==> run_1/clock_nets.png <==
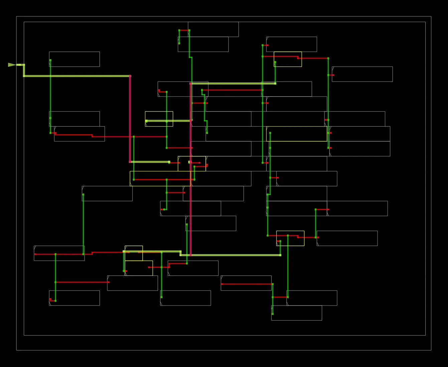
==> run_1/ff_map.png <==
Scale bar: 20 µm.
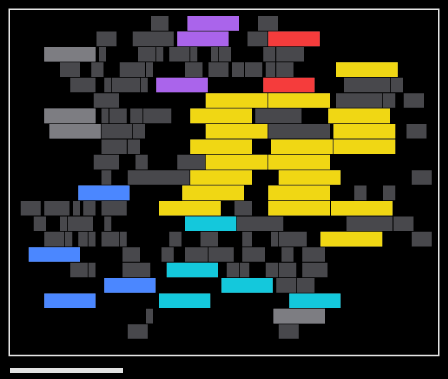
==> run_1/util_map.png <==
Scale bar: 20 µm. The die is cut into 8 by 6 equal tiles; dark purple is low, yellow is high, 0 to 100% covered.
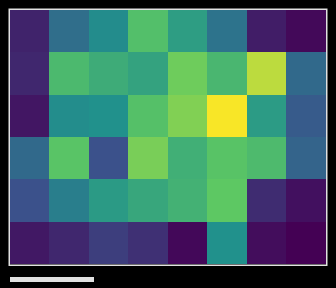
==> src/rtl/z_event_window.sv <==
// z_event_window: counts rising edges of the detector output z over fixed
// windows of WINDOW enabled cycles and queues each window's count in a small
// result FIFO drained over a valid/ready handshake. A sticky flag records
// results dropped because the FIFO was full.
module z_event_window #(
  parameter int WINDOW = 16,
  parameter int CNT_W  = 5,
  parameter int DEPTH  = 4
) (
  input  logic             clk,
  input  logic             reset,
  input  logic             z,
  input  logic             en,
  input  logic             res_ready,
  input  logic             clr_overrun,
  output logic [CNT_W-1:0] res_count,
  output logic             res_valid,
  output logic             res_overrun,
  output logic             busy
);

  localparam int WCNT_W = $clog2(WINDOW);
  localparam int PTR_W  = $clog2(DEPTH);

  localparam logic [WCNT_W-1:0] WLAST    = WCNT_W'(WINDOW - 1);
  localparam logic [PTR_W:0]    FULL_OCC = (PTR_W + 1)'(DEPTH);

  // Saturating increment of the edge count; holds at all-ones.
  function automatic logic [CNT_W-1:0] sat_inc(input logic [CNT_W-1:0] c,
                                               input logic             inc);
    if (inc && (c != {CNT_W{1'b1}})) begin
      return c + CNT_W'(1);
    end
    return c;
  endfunction

  logic              z_q;
  logic              z_rise;
  logic [WCNT_W-1:0] wcnt;
  logic [CNT_W-1:0]  ecnt;
  logic [CNT_W-1:0]  ecnt_next;
  logic              win_end;

  logic [CNT_W-1:0]  mem [DEPTH];
  logic [PTR_W-1:0]  wr_ptr;
  logic [PTR_W-1:0]  rd_ptr;
  logic [PTR_W:0]    occ;
  logic              empty;
  logic              full;
  logic              pop;
  logic              accept;
  logic              drop;

  // Edge detection and the count this cycle's edge would produce.
  assign z_rise    = z & ~z_q;
  assign ecnt_next = sat_inc(ecnt, z_rise);
  assign win_end   = en && (wcnt == WLAST);

  // FIFO handshake: a pop frees a slot in the same cycle a full FIFO is pushed,
  // but an empty FIFO never bypasses the incoming result to the output.
  assign empty  = (occ == '0);
  assign full   = (occ == FULL_OCC);
  assign pop    = !empty && res_ready;
  assign accept = win_end && (!full || pop);
  assign drop   = win_end && full && !pop;

  assign res_valid = !empty;
  assign res_count = empty ? '0 : mem[rd_ptr];
  assign busy      = (wcnt != '0);

  // Previous z sample, taken every cycle independent of en.
  always_ff @(posedge clk or posedge reset) begin
    if (reset) begin
      z_q <= 1'b0;
    end else begin
      z_q <= z;
    end
  end

  // Window position and running edge count; disabling en discards the partial window.
  always_ff @(posedge clk or posedge reset) begin
    if (reset) begin
      wcnt <= '0;
      ecnt <= '0;
    end else if (!en) begin
      wcnt <= '0;
      ecnt <= '0;
    end else if (win_end) begin
      wcnt <= '0;
      ecnt <= '0;
    end else begin
      wcnt <= wcnt + WCNT_W'(1);
      ecnt <= ecnt_next;
    end
  end

  // Result storage; the entry written is the window's final saturated count.
  always_ff @(posedge clk) begin
    if (accept) begin
      mem[wr_ptr] <= ecnt_next;
    end
  end

  // FIFO pointers and occupancy.
  always_ff @(posedge clk or posedge reset) begin
    if (reset) begin
      wr_ptr <= '0;
      rd_ptr <= '0;
      occ    <= '0;
    end else begin
      if (accept) begin
        wr_ptr <= wr_ptr + PTR_W'(1);
      end
      if (pop) begin
        rd_ptr <= rd_ptr + PTR_W'(1);
      end
      case ({accept, pop})
        2'b10:   occ <= occ + (PTR_W + 1)'(1);
        2'b01:   occ <= occ - (PTR_W + 1)'(1);
        default: occ <= occ;
      endcase
    end
  end

  // Sticky overrun flag; a drop in the same cycle as a clear keeps it set.
  always_ff @(posedge clk or posedge reset) begin
    if (reset) begin
      res_overrun <= 1'b0;
    end else if (drop) begin
      res_overrun <= 1'b1;
    end else if (clr_overrun) begin
      res_overrun <= 1'b0;
    end
  end

endmodule

==> config.mk <==
export PLATFORM = sky130hd
export DESIGN_NAME = z_event_window
export DESIGN_NICKNAME = d
export VERILOG_FILES = /design/src/rtl/z_event_window.sv
export SDC_FILE = /design/constraint.sdc
export NUM_CORES = 1
export LEC_CHECK = 0
export CAP_MARGIN = 20
export CORE_ASPECT_RATIO = 0.8
export CORE_UTILIZATION = 40
export CTS_CLUSTER_DIAMETER = 50
export DETAILED_ROUTE_END_ITERATION = 10
export PLACE_DENSITY = 0.68
export SETUP_SLACK_MARGIN = 0.2
export SLEW_MARGIN = 20
export SYNTH_ARGS = -nofsm -noshare
export SYNTH_HDL_FRONTEND = slang
export SYNTH_SLANG_ARGS = --single-unit
==> constraint.sdc <==
create_clock -name clk -period 6.71 [get_ports clk]
set_clock_uncertainty 0.15 [all_clocks]
set_input_delay 1.0065 -clock clk [delete_from_list [all_inputs] [get_ports clk]]
set_output_delay 1.0065 -clock clk [all_outputs]
set_load 0.02 [all_outputs]
==> flow_summary.yaml, run 1 <==
# physical design summary
critical_path:
  cp_cell_sequence: "mux4_2, and2_1, clkdlybuf4s50_1"
  critPathLaunchType: "flip-flop"
  crit_arrival_ns: 2.16
timing:
  period_minus_slack_ns: 3.321
  setup_slack_ns: 3.389
  worst_slew_pin_slew_ns: 0.7447
  period_used_pct: 49.49
  finalSetupTns_ns: 0
pwr:
  power_leader: "registers"
  p_seq_share_pct: 42.6
  p_int_uw: 505.6
  p_leak_nw: 0.8679
route:
  drt_iter0_markers: 20
  drcViolationCount: 0
  dr.pass1.iters: 4
  wl_met1_um: 1225
clock_tree:
  cts_resized: 0
status:
  status: "complete, no violations"
cells_and_area:
  final-seq-area_mm2: 0.001051
  instances_no_fill: 193
  drive_gt1_share_pct: 14.71
floorplan:
  dieArea_mm2: 0.004598
  die_height_um: 60.85
yosys:
  yosys.area_share.adder_pct: 7.659
  xor_share_pct: 5.058
  ys_sh_aoi_pct: 1.156
  yosys-top-cells-area: "edfxtp_1, dfrtp_1, ha_1"
worst_hold_path:
  min_delay_worst_endpoint: "occ[2]$_DFFE_PP0P_"
job:
  warnings: 30
Back to the opening pictures, clock_nets.png:
Inserted Clock Buffers: 5
num sequential: 38
Clk power: 231 µW
CTS Sinks: 38
clkbuf count: 5

Back to the opening pictures, ff_map.png:
red -> rd_ptr  # flops 2
yellow -> mem  # flops 20
cyan -> ecnt  # flops 5, where bottom middle
blue -> wcnt  # flops 4, where bottom left
purple -> occ  # flops 3
not coloured = 4

Back to the opening pictures, util_map.png:
densest ninth of the die = middle
tiles over 75% full = 10%
emptiest ninth of the die = bottom right
fullest tile = 99%
nearly empty tiles = 2.1%

==> run_1/route_heat.png <==
The die is cut into 15 by 12 equal tiles; dark purple is low, yellow is high, scaled to the fullest tile. Values are wire area over tile area, all layers added.
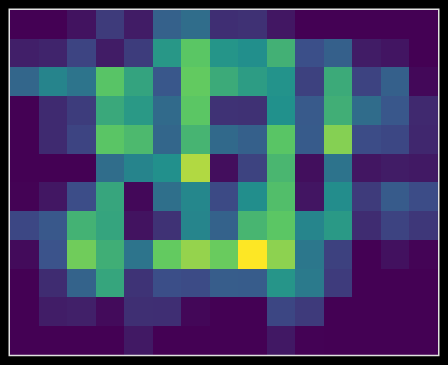

==> run 2, diff against run 1 <==
clock period = 3.1 ns   (was 6.71 ns; I/O delays follow)
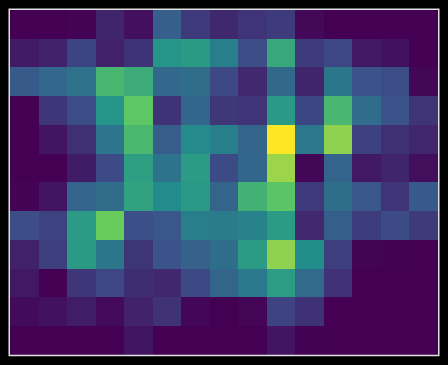
(run_2/route_heat.png)
The die is cut into 15 by 12 equal tiles; dark purple is low, yellow is high, scaled to the fullest tile. Values are wire area over tile area, all layers added.
emptiest ninth of the die = bottom right
densest ninth of the die = middle
nearly empty tiles = 23%
fullest tile = 0.39

==> run 2 against run 1 <==
  * Routed wire length rose by 2.1%
  * Sequential share of layout area grew 0.60 points
  * Combinational power grew 120%
  * Die area is the same
  * Synthesized cell count stayed put
  * Final area shrank 1.2%
  * Critical endpoint unchanged
==> flow_summary.yaml, run 2 <==
# physical design summary
critical_path:
  critPathTopFamily: "flip-flops"
  cp_cell_sequence: "mux4_2, and2_1, clkdlybuf4s50_1"
  crit_arrival_ns: 2.16
  critPathLaunchType: "flip-flop"
floorplan:
  dieArea_mm2: 0.004598
  die_w_um: 75.56
  io_pins: 14
  die_height_um: 60.85
yosys:
  xor_share_pct: 5.058
  async_reset_ff_share_pct: 47.37
  yosys.area_share.adder_pct: 7.659
  yosys-top-cells-area: "edfxtp_1, dfrtp_1, ha_1"
  ys_sh_aoi_pct: 1.156
cells_and_area:
  nClkBuffers: 5
  drive_gt1_share_pct: 14.71
  design.seq.count: 38
  fin_nets: 151
  final-seq-area_mm2: 0.001051
  instances_no_fill: 193
timing:
  period_used_pct: 89.43
  setup_slack_ns: 0.3277
  period_minus_slack_ns: 2.772
  finalSetupTns_ns: 0
route:
  wl_met1_um: 1276
  drt_iter0_markers: 44
  drcViolationCount: 0
  wl_met2_um: 1262
  dr.pass1.iters: 4
pwr:
  p_seq_share_pct: 44.9
  power_leader: "registers"
  power_clock_uw: 425
  p_per_area_mw_per_mm2: 698.0
  p_int_mw: 1.011
  irDropWorstVdd_v: 0.0002545
clock_tree:
  cts_tree: "yes"
  cts.sinks: 38
  cts_buffers: 5
grt:
  grt_use_total_pct: 13.77
worst_hold_path:
  min_delay_worst_endpoint: "occ[2]$_DFFE_PP0P_"
job:
  warnings: 30
status:
  status: "complete, no violations"
==> run_2/ff_map.png <==
Scale bar: 20 µm.
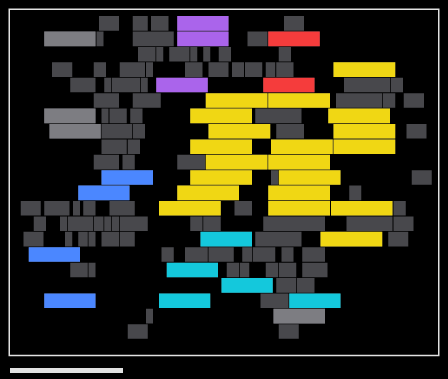

==> run 3, diff against run 2 <==
GPL_TIMING_DRIVEN = 0   (was not set)
RECOVER_POWER = 50   (was not set)
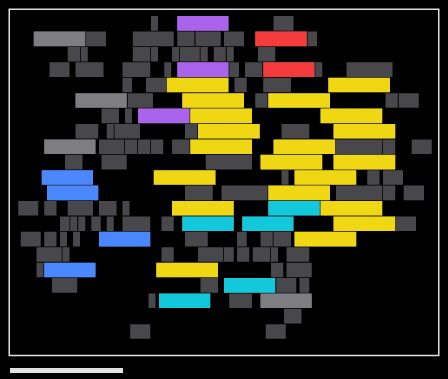
(run_3/ff_map.png)
Scale bar: 20 µm.
yellow -> mem  # flops 20
red -> rd_ptr  # flops 2
blue -> wcnt  # flops 4, where left middle
purple -> occ  # flops 3
cyan -> ecnt  # flops 5

==> run 3 against run 2 <==
  * Power shrank 6.5%
  * Clock power shrank 26%
  * Die area did not move
  * Synthesized cell count stayed put
  * Cell count grew 2.1%
  * Global-route usage down 0.082 points
  * Count of clock-buffer cells in the layout is 1 higher
  * Fmax is 1.4% lower
  * Non-clock buffer count grew 4
==> flow_summary.yaml, run 3 <==
# physical design summary
cells_and_area:
  design.seq.count: 38
  nClkBuffers: 6
  final-seq-area_mm2: 0.001051
  fin_nets: 155
route:
  wl_met2_um: 1347
  drt_iter0_markers: 71
  wl_met1_um: 1247
  dr.pass1.iters: 4
  drcViolationCount: 0
critical_path:
  critPathTopFamily: "simple AND/OR/NAND/NOR gates"
  critPathLaunchType: "input pin"
worst_hold_path:
  min_delay_worst_endpoint: "wcnt[0]$_DFF_PP0_"
pwr:
  irDropWorstVdd_v: 0.0002517
  power_leader: "registers"
  power_clock_uw: 314
  p_leak_nw: 0.8510
  p_seq_share_pct: 45.3
  p_int_uw: 936.8
clock_tree:
  cts_resized: 0
  cts_tree: "yes"
  cts.sinks: 38
  cts_setup_buffers: 0
  cts_buffers: 5
yosys:
  yosys.area_share.adder_pct: 7.659
  xor_share_pct: 5.058
  yosys-top-cells-area: "edfxtp_1, dfrtp_1, ha_1"
  edf_count: 20
grt:
  grt_use_total_pct: 13.69
floorplan:
  die_w_um: 75.56
  die_height_um: 60.85
  io_pins: 14
job:
  warnings: 30
timing:
  finalSetupTns_ns: 0
  period_used_pct: 90.69
  period_minus_slack_ns: 2.811
  worst_slew_pin_slew_ns: 0.7180
  setup_slack_ns: 0.2887
status:
  status: "complete, no violations"
No activity file was given, so power comes from the tool's default toggle rates.
